==> config.mk <==
export PLATFORM = sky130hd
export DESIGN_NAME = ls_sequencer
export DESIGN_NICKNAME = d
export VERILOG_FILES = /design/src/rtl/ls_seq_pkg.sv /design/src/rtl/mem_wait_timer.sv /design/src/rtl/ls_sequencer.sv
export SDC_FILE = /design/constraint.sdc
export NUM_CORES = 1
export LEC_CHECK = 0
export ABC_CLOCK_PERIOD_IN_PS = 2900
export CORE_ASPECT_RATIO = 1.5
export CORE_MARGIN = 4
export CORE_UTILIZATION = 41
export DETAILED_ROUTE_END_ITERATION = 10
export GPL_ROUTABILITY_DRIVEN = 0
export PLACE_DENSITY_LB_ADDON = 0.15
export SLEW_MARGIN = 40
export SYNTH_ARGS = -nofsm -noshare
export SYNTH_HDL_FRONTEND = slang
export SYNTH_SLANG_ARGS = --single-unit
==> constraint.sdc <==
create_clock -name clk -period 2.9 [get_ports clk]
set_input_delay 0.87 -clock clk [delete_from_list [all_inputs] [get_ports clk]]
set_output_delay 0.87 -clock clk [all_outputs]
set_load 0.03 [all_outputs]
Figure 1. Wires at chosen ports, followed through buffers.
Scale bar: 20 µm.
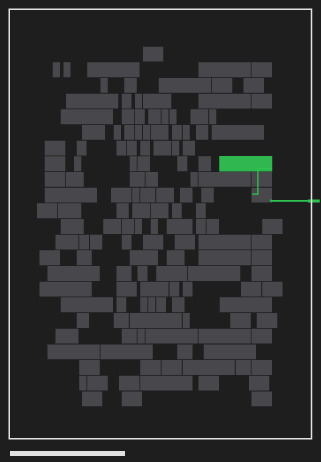
pc_in -> green  # bits 1, direction output, end cells 1, buffers 1, wire 14.5 µm
IO buf count: 32
# IOs: 64

Figure 2. The metal 1 layer.
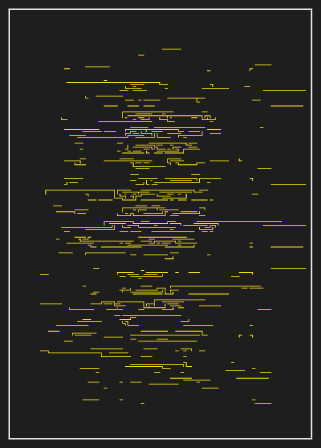
wire length on this layer = 999 µm
share of all routed wire = 37%
main direction = horizontal
routed via count: 981
GR Util met1: 16.30%
final WL: 2666 µm

Figure 3. Routed clock nets over the placement.
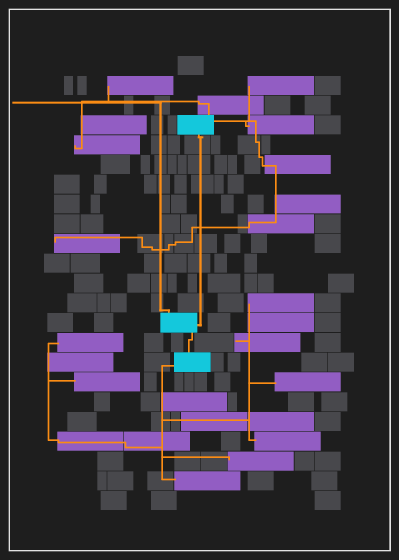
flip-flops -> purple  # count 25
clock wires -> orange  # length 291 µm
clock-net drivers -> cyan  # count 3
routed clock nets = 4
clock skew: 0.002077 ns
clock network power: 208 µW
Clk network pwr share: 13.1%
clk_lat worst skew: 0.27 ns

Figure 4. Congestion heat map.
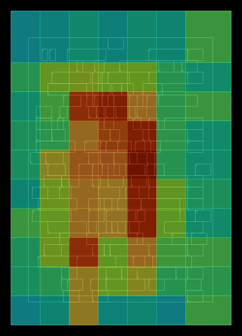
Total GRT Usage: 15.30%
post-detailed-route wirelength per cell: 14.57 µm
Final Core Density: 57.71%

==> out/qor.yml <==
ys_chip_area_um2: 1201
cp.depth: 1
core_area_um2: 2734
layout-drive-gt1-share_pct: 10.27
logic_gates: 77
status: "finished, final reports clean"
setup_slack_ns: 0.3101
syn_to_final_growth_pct: 31.35
place_area_um2: 1529
fin_nets: 183
largest_register_ff_count: 5
place_ws_ns: 0.2809
syn-cell-area_um2: 1201
peakVddDrop_mv: 0.4739
cts_max_path_buffers: 2
path_buffers: 1
grt_pass1_vias: 995
met3_length_um: 109
fin_tns_setup_ns: 0
wl_met1_um: 998
grt_pass1_wl_um: 4464
diodes: 0
critPathRequiredTime_ns: 2.03
postCtsSetupRepairBufs: 0
r2r_slack_ns: 0.96
final-nonclk-buf-share_pct: 22.20
p_total_uw: 1583
hold_viol: 0
flop_area_um2: 625.6
post-dp-hpwl_um: 2028
route.met2.wl_um: 1488
synthArstFlopShare_pct: 100.0
final_area_um2: 1578
fillers: 244
slowest_stage: "clkdlybuf4s50_1"
largest_class: "registers"
layout_top_cell: "clkdlybuf4s50_1"
finalMaxSlewViolations: 0
log.warning_count: 53
chipHeight_um: 74.29
-- worst register-to-register path, cell delays in order (launching register included) --
cell and delay, ns:
dfrtp_1 0.40, nor3_1 0.62, a21oi_1 0.15, o2111ai_1 0.50, o22ai_1 0.14
-- cell families after synthesis --
group	count (synthesis)	share of synthesized area (%)
compound gates	29	17.81
flops	25	52.08
mux	5	4.583
buf+inv	17	7.916
other cells	1	0.3122
simple gates	39	17.29
-- power breakdown --
part           switching (µW)  internal [µW]  leakage [µW]
clock network             110           97.4     0.0000217
registers                 116            457      0.000326
logic                     456            346      0.000305
-- metal layers --
| layer | vias to the layer above | GRT usage, % |
|---|---|---|
| li1 | 466 | - |
| met4 | 0 | 9.659 |
| met1 | 486 | 16.30 |
| met5 | - | 0 |
| met2 | 23 | 27.83 |
| met3 | 6 | 2.004 |
No activity file was given, so power comes from the tool's default toggle rates.
